<file path="src/rtl/seq_divider.sv">
// seq_divider: iterative radix-2 restoring divider for DIV/DIVU/REM/REMU.
// One trial subtraction per cycle through an XLEN+1 bit add/sub instance.
// Ports:
//   clk_i, rst_ni        clock, async active-low reset
//   start_i, op_i        request strobe and operation (00 DIV, 01 DIVU, 10 REM, 11 REMU)
//   dividend_i/divisor_i rs1 / rs2 operands, sampled with start_i
//   flush_i              abort, overrides start_i
//   busy_o, valid_o      busy in CALC/FIXUP, one-cycle valid in DONE
//   result_o             quotient or remainder, held until next accepted start

// Adder/subtractor: op_i=1 gives a_i - b_i, op_i=0 gives a_i + b_i.
module add #(
  parameter int unsigned W = 33
) (
  input  logic [W-1:0] a_i,
  input  logic [W-1:0] b_i,
  input  logic         op_i,
  output logic [W-1:0] res_o
);
  assign res_o = op_i ? (a_i - b_i) : (a_i + b_i);
endmodule

module seq_divider #(
  parameter int unsigned XLEN = 32
) (
  input  logic            clk_i,
  input  logic            rst_ni,
  input  logic            start_i,
  input  logic [1:0]      op_i,
  input  logic [XLEN-1:0] dividend_i,
  input  logic [XLEN-1:0] divisor_i,
  input  logic            flush_i,
  output logic            busy_o,
  output logic            valid_o,
  output logic [XLEN-1:0] result_o
);
  localparam int unsigned CW = $clog2(XLEN);

  typedef enum logic [1:0] {S_IDLE, S_CALC, S_FIXUP, S_DONE} state_e;

  state_e          state_q, state_d;
  logic [1:0]      op_q, op_d;
  logic            qneg_q, qneg_d;
  logic            rneg_q, rneg_d;
  logic [XLEN-1:0] quo_q, quo_d;
  logic [XLEN-1:0] rem_q, rem_d;
  logic [XLEN-1:0] div_q, div_d;
  logic [CW-1:0]   cnt_q, cnt_d;
  logic [XLEN-1:0] result_q, result_d;
  logic            busy_q, busy_d;
  logic            valid_q, valid_d;

  // Operand conditioning at accept time (signed ops use magnitudes).
  logic            is_signed;
  logic            dvd_neg, dvs_neg;
  logic [XLEN-1:0] dvd_abs, dvs_abs;
  logic            div_zero, ovf;

  assign is_signed = ~op_i[0];
  assign dvd_neg   = is_signed & dividend_i[XLEN-1];
  assign dvs_neg   = is_signed & divisor_i[XLEN-1];
  assign dvd_abs   = dvd_neg ? XLEN'(~dividend_i + 1'b1) : dividend_i;
  assign dvs_abs   = dvs_neg ? XLEN'(~divisor_i + 1'b1) : divisor_i;
  assign div_zero  = (divisor_i == '0);
  assign ovf       = is_signed && (dividend_i == {1'b1, {(XLEN-1){1'b0}}}) && (divisor_i == '1);

  // Trial subtraction of the shifted partial remainder; MSB set means it went negative.
  logic [XLEN:0] trial;
  add #(.W(XLEN + 1)) u_sub (
    .a_i  ({rem_q, quo_q[XLEN-1]}),
    .b_i  ({1'b0, div_q}),
    .op_i (1'b1),
    .res_o(trial)
  );

  // Sign fix-up of final quotient / remainder.
  logic [XLEN-1:0] q_fin, r_fin;
  assign q_fin = qneg_q ? XLEN'(~quo_q + 1'b1) : quo_q;
  assign r_fin = rneg_q ? XLEN'(~rem_q + 1'b1) : rem_q;

  // Next-state and datapath update.
  always_comb begin
    state_d  = state_q;
    op_d     = op_q;
    qneg_d   = qneg_q;
    rneg_d   = rneg_q;
    quo_d    = quo_q;
    rem_d    = rem_q;
    div_d    = div_q;
    cnt_d    = cnt_q;
    result_d = result_q;

    if (flush_i) begin
      state_d = S_IDLE;
    end else begin
      unique case (state_q)
        S_IDLE, S_DONE: begin
          state_d = S_IDLE;
          if (start_i) begin
            op_d   = op_i;
            qneg_d = dvd_neg ^ dvs_neg;
            rneg_d = dvd_neg;
            quo_d  = dvd_abs;
            div_d  = dvs_abs;
            rem_d  = '0;
            cnt_d  = '0;
            if (div_zero) begin
              result_d = op_i[1] ? dividend_i : '1;
              state_d  = S_DONE;
            end else if (ovf) begin
              result_d = op_i[1] ? '0 : dividend_i;
              state_d  = S_DONE;
            end else begin
              state_d = S_CALC;
            end
          end
        end
        S_CALC: begin
          quo_d = {quo_q[XLEN-2:0], ~trial[XLEN]};
          rem_d = trial[XLEN] ? {rem_q[XLEN-2:0], quo_q[XLEN-1]} : trial[XLEN-1:0];
          cnt_d = cnt_q + CW'(1);
          if (cnt_q == CW'(XLEN - 1)) state_d = S_FIXUP;
        end
        S_FIXUP: begin
          result_d = op_q[1] ? r_fin : q_fin;
          state_d  = S_DONE;
        end
        default: state_d = S_IDLE;
      endcase
    end

    busy_d  = (state_d == S_CALC) || (state_d == S_FIXUP);
    valid_d = (state_d == S_DONE);
  end

  // State and datapath registers.
  always_ff @(posedge clk_i or negedge rst_ni) begin
    if (!rst_ni) begin
      state_q  <= S_IDLE;
      op_q     <= '0;
      qneg_q   <= 1'b0;
      rneg_q   <= 1'b0;
      quo_q    <= '0;
      rem_q    <= '0;
      div_q    <= '0;
      cnt_q    <= '0;
      result_q <= '0;
      busy_q   <= 1'b0;
      valid_q  <= 1'b0;
    end else begin
      state_q  <= state_d;
      op_q     <= op_d;
      qneg_q   <= qneg_d;
      rneg_q   <= rneg_d;
      quo_q    <= quo_d;
      rem_q    <= rem_d;
      div_q    <= div_d;
      cnt_q    <= cnt_d;
      result_q <= result_d;
      busy_q   <= busy_d;
      valid_q  <= valid_d;
    end
  end

  assign busy_o   = busy_q;
  assign valid_o  = valid_q;
  assign result_o = result_q;
endmodule

</file>
<file path="config.mk">
export PLATFORM = sky130hd
export DESIGN_NAME = seq_divider
export DESIGN_NICKNAME = d
export VERILOG_FILES = /design/src/rtl/seq_divider.sv
export SDC_FILE = /design/constraint.sdc
export NUM_CORES = 1
export LEC_CHECK = 0
export CAP_MARGIN = 20
export CORE_UTILIZATION = 55
export DETAILED_ROUTE_END_ITERATION = 6
export PLACE_DENSITY = 0.76
export RECOVER_POWER = 25
export SLEW_MARGIN = 20
export SYNTH_ARGS = -nofsm -noshare
export SYNTH_HDL_FRONTEND = slang
export SYNTH_HIERARCHICAL = 1
export SYNTH_SLANG_ARGS = --single-unit
</file>
<file path="constraint.sdc">
create_clock -name clk_i -period 11.85 [get_ports clk_i]
set_input_delay 2.9625 -clock clk_i [delete_from_list [all_inputs] [get_ports clk_i]]
set_output_delay 2.9625 -clock clk_i [all_outputs]
set_load 0.02 [all_outputs]
</file>
Figure 1. Placed standard cells (run 1).
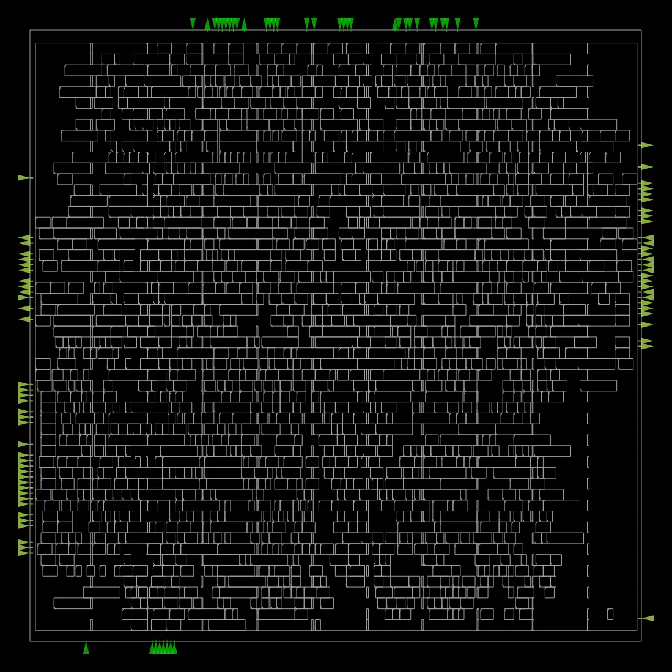
flop share of the area: 24.6%
non-filler cells, final: 1854
n_taps: 280

Figure 2. Metal layers overlaid (run 1).
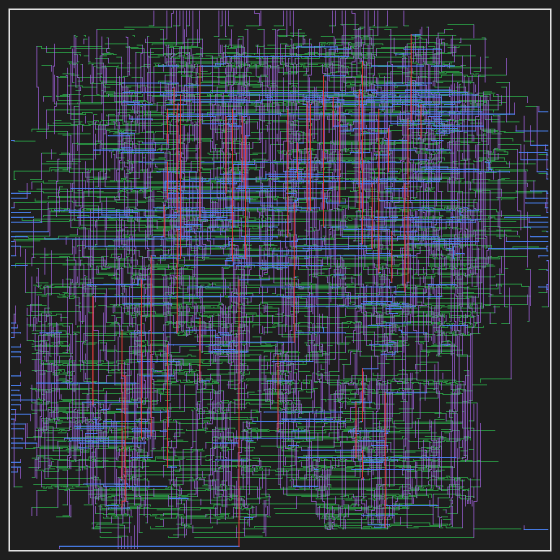
Key: M1 = green [wire length 16200 um]; M2 = purple [wire length 16800 um]; M4 = red [wire length 1250 um]; M3 = blue [wire length 3530 um]
DR WL/cell: 20.3 um
final wirelength: 37700 um
via count: 12094

==> Slide: Implementation Results, run 1 <==
Implementation Results

Timing
  • PnR worst setup slack: 5.32 ns
  • Hold slack: 0.504 ns
  • Max Slew Vio Count: 67

Yosys
  • Async SR Flop Fraction: 100%
  • Yosys Warn Count: 6
  • Synthesized registers: 140
  • Post-Syn Area per Cell: 8.23 sq um

Clock network
  • Clock-pin transition on the worst setup and hold timing paths: 0.07 ns
  • Hold-fix buffers, CTS: 0

Die
  • Chip area: 23400 sq um
  • CORE AREA: 22100 sq um

Run status
  • Status: finished, violations left
  • Failing checks: capacitance limit, slew limit

Global route
  • Initial antenna violation count: 0
  • Vias in the first global route: 11197

Placement
  • Placed cells: 1823
  • Post-DP HPWL: 27600 um
  • Final estimated routing congestion in global placement: 0.923

Worst setup path
  • Critical-path cell list: clkbuf_1, buf_4

Flow run
  • Max-Cap Viols: 1

Cells and area
  • Most numerous logic cells after layout: nand2_1 (146), o21ai_0 (146), dfrtp_1 (139)
Figure 3. Met1 routing (run 1).
Supply wires on this layer in grey.
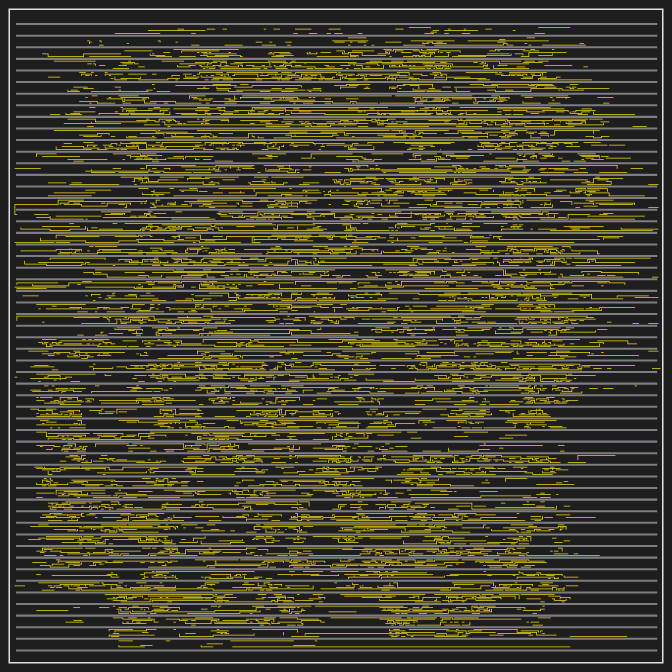
The wires run mostly horizontal. The layer holds 43% of the routed length. The longest straight run is 79.1 um. The layer carries 16200 um of wire. 1536 nets have wire on it.
met1 Use GR: 43.9%

run 1: path summary, 6_finish.rpt:
check	end	cells past startpoint
setup / recovery	qneg_q$_DFFE_PN0P_	2
hold / removal	cnt_q[4]$_DFFE_PN0P_	1
setup reg to reg	quo_q[0]$_DFFE_PN0P_	15
hold reg to reg	cnt_q[4]$_DFFE_PN0P_	1
max in group clk_i	result_o[0]$_DFFE_PN0P_	7
min in group asynchronous	rem_q[27]$_DFFE_PN0P_	1
run 1: kinds of logic after synthesis:
logic type	Yosys count	share of synthesized area (%)
simple gates	494	19.9
compound gates	416	21.1
xor+xnor	161	11.3
buf+inv	146	4.75
flops	140	28.0
mux	97	8.66
fa+ha+maj	66	6.21
other cells	2	0.0600
run 1: layer usage:
layer | share of wire, % | wire (um) | global-route usage (%)
met1 | 43 | 16200 | 43.9
met5 | 0 | 0 | 0
met2 | 44 | 16800 | 49.7
met3 | 9.4 | 3530 | 8.11
met4 | 3.3 | 1250 | 13.1
run 1: area by class of cell:
| class | count | area (sq um) |
|---|---|---|
| clock buffer | 17 | 425 |
| clock inverter | 14 | 181 |
| fill | 1842 | 7870 |
| inverter | 45 | 169 |
| multi-input combinational | 1240 | 8450 |
| sequential | 140 | 3500 |
| tap | 280 | 350 |
| timing repair buffer | 118 | 1140 |
run 1: state kept, by name, indices dropped and copies added, names as in the netlist:
signal	cells
rneg_q	1
op_q	1
valid_o	1
qneg_q	1
result_o	32
busy_o	1
state_q	2
div_q	32
quo_q	32
rem_q	32
cnt_q	5
run 1: where the power goes:
part	internal (mW)	total (mW)	switching, mW	leakage (nW)
clock network	0.335	0.566	0.231	0.301
registers	0.564	0.734	0.169	1.79
logic	0.481	1.13	0.651	3.90
Figure 4. Signal metal coverage by tile (run 1).
The die is cut into 31 by 31 equal tiles; black is low, pale yellow is high, scaled to the fullest tile. Values are wire area over tile area, all layers added.
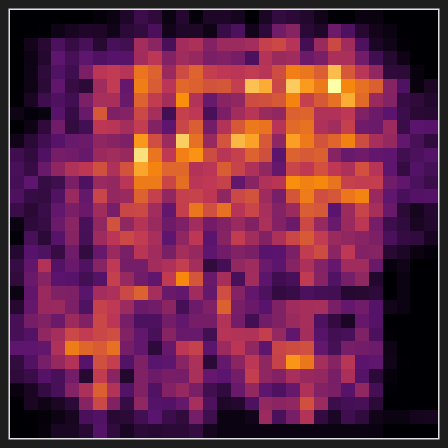

## Run 2: what changed since run 1
- clock period: 11.85 -> 6.5 ns (I/O delays scaled with it)
Figure 5. Signal metal coverage by tile (run 2).
The die is cut into 31 by 31 equal tiles; black is low, pale yellow is high, scaled to the fullest tile. Values are wire area over tile area, all layers added.
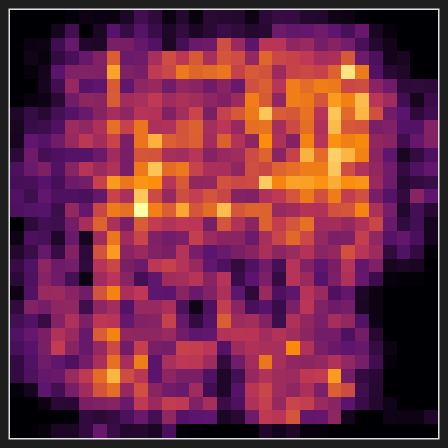
11% of the tiles are nearly empty. 22% of the tiles are over half the peak. The fullest tile reaches 0.82. The emptiest ninth of the die: lower right.
Total GRT Usage: 32.8%
final wirelength: 37900 um
DR WL/cell: 20.4 um

==> run 2 against run 1 <==
Effect of this change:
- the flow finishes with violations (DRC, capacitance limit, slew limit)
- via count rose by 0.89%
- utilization grew 0.13 points
- non-clock buffer count rose by 5
- worst setup slack lost 4.0 ns
- critical path type is now in -> reg
- critical endpoint is now result_o[31]$_DFFE_PN0P_
- largest cell class unchanged
- largest power group unchanged
- highest routed layer unchanged
==> Slide: Implementation Results, run 2 <==
Implementation Results

Run status
  • Status: finished, violations left
  • Failing checks: DRC, capacitance limit, slew limit

Pwr
  • Switch Pwr: 1.95 mW
  • Logic pwr share: 47.1%
  • Int Power: 2.46 mW
  • Clock power frac: 22.8%

Yosys
  • Yosys Warn Count: 6
  • Post-Syn Area per Cell: 8.23 sq um

Placement
  • Final estimated routing congestion in global placement: 0.910

Hold path
  • Worst Hold Path Cells: 2
  • Worst hold endpoint: qneg_q$_DFFE_PN0P_

Cells and area
  • Non-filler cells, final: 1860
  • Most numerous logic cells after layout: nand2_1 (146), o21ai_0 (146), dfrtp_1 (140)

Global route
  • Initial antenna violation count: 0
  • Vias in the first global route: 11289

Die
  • Chip area: 23400 sq um

Route
  • Post-route DRC violation count: 5

Flow run
  • Max-Cap Viols: 1

Timing
  • Hold slack: 0.485 ns
  • PnR worst setup slack: 1.36 ns
  • Max Slew Vio Count: 100

Clock network
  • Clock-pin transition on the worst setup and hold timing paths: 0.07 ns

Worst setup path
  • Critical-path cell list: clkdlybuf4s50_1, or4_4, or4_1, or4_1, o31ai_4, a21o_4, mux2_2
## run 2: cell counts after synthesis
Identical to the previous run, type by type.
## run 2: layer usage
metal	part of all wire, %	track usage (%)
met2	45	50.8
met5	0	0.621
met4	3.1	12.8
met1	43	46.1
met3	9.1	4.73
## run 2: power by group through the flow
| stage | combinational [mW] | sequential (mW) | clock, mW |
|---|---|---|---|
| after floorplan | 1.59 | 1.22 | 0 |
| after global placement | 1.98 | 1.32 | 0 |
| after detailed placement | 2.02 | 1.33 | 0 |
| after CTS | 2.04 | 1.31 | 1.01 |
| after global routing | 2.29 | 1.35 | 1.04 |
| final | 2.07 | 1.33 | 1.00 |
## run 2: cell families (layout without fill, tap and decap cells)
logic type | Yosys count | in the layout | synth area share (%)
and+or+nand+nor | 494 | 494 | 19.9
AOI/OAI and AO/OA | 416 | 416 | 21.1
xor gates and xnor gates | 161 | 161 | 11.3
buffers and inverters | 146 | 200 | 4.75
DFF | 140 | 140 | 28.0
muxes | 97 | 97 | 8.66
adders and majority gates | 66 | 66 | 6.21
other | 2 | 6 | 0.0600
## run 2: layout make-up
| cell class | instances | area (sq um) |
|---|---|---|
| multi-input combinational | 1240 | 8450 |
| fill | 1906 | 7850 |
| sequential | 140 | 3500 |
| timing repair buffer | 123 | 1180 |
| clock buffer | 17 | 425 |
| tap | 280 | 350 |
| clock inverter | 15 | 173 |
| inverter | 45 | 169 |
## run 2: critical path: cells and delay by family
family	cells	cell delay, ns
mux	1	0.40
simple gates	3	1.75
buf+inv	1	0.53
compound gates	2	1.13
No activity file was given, so power comes from the tool's default toggle rates.
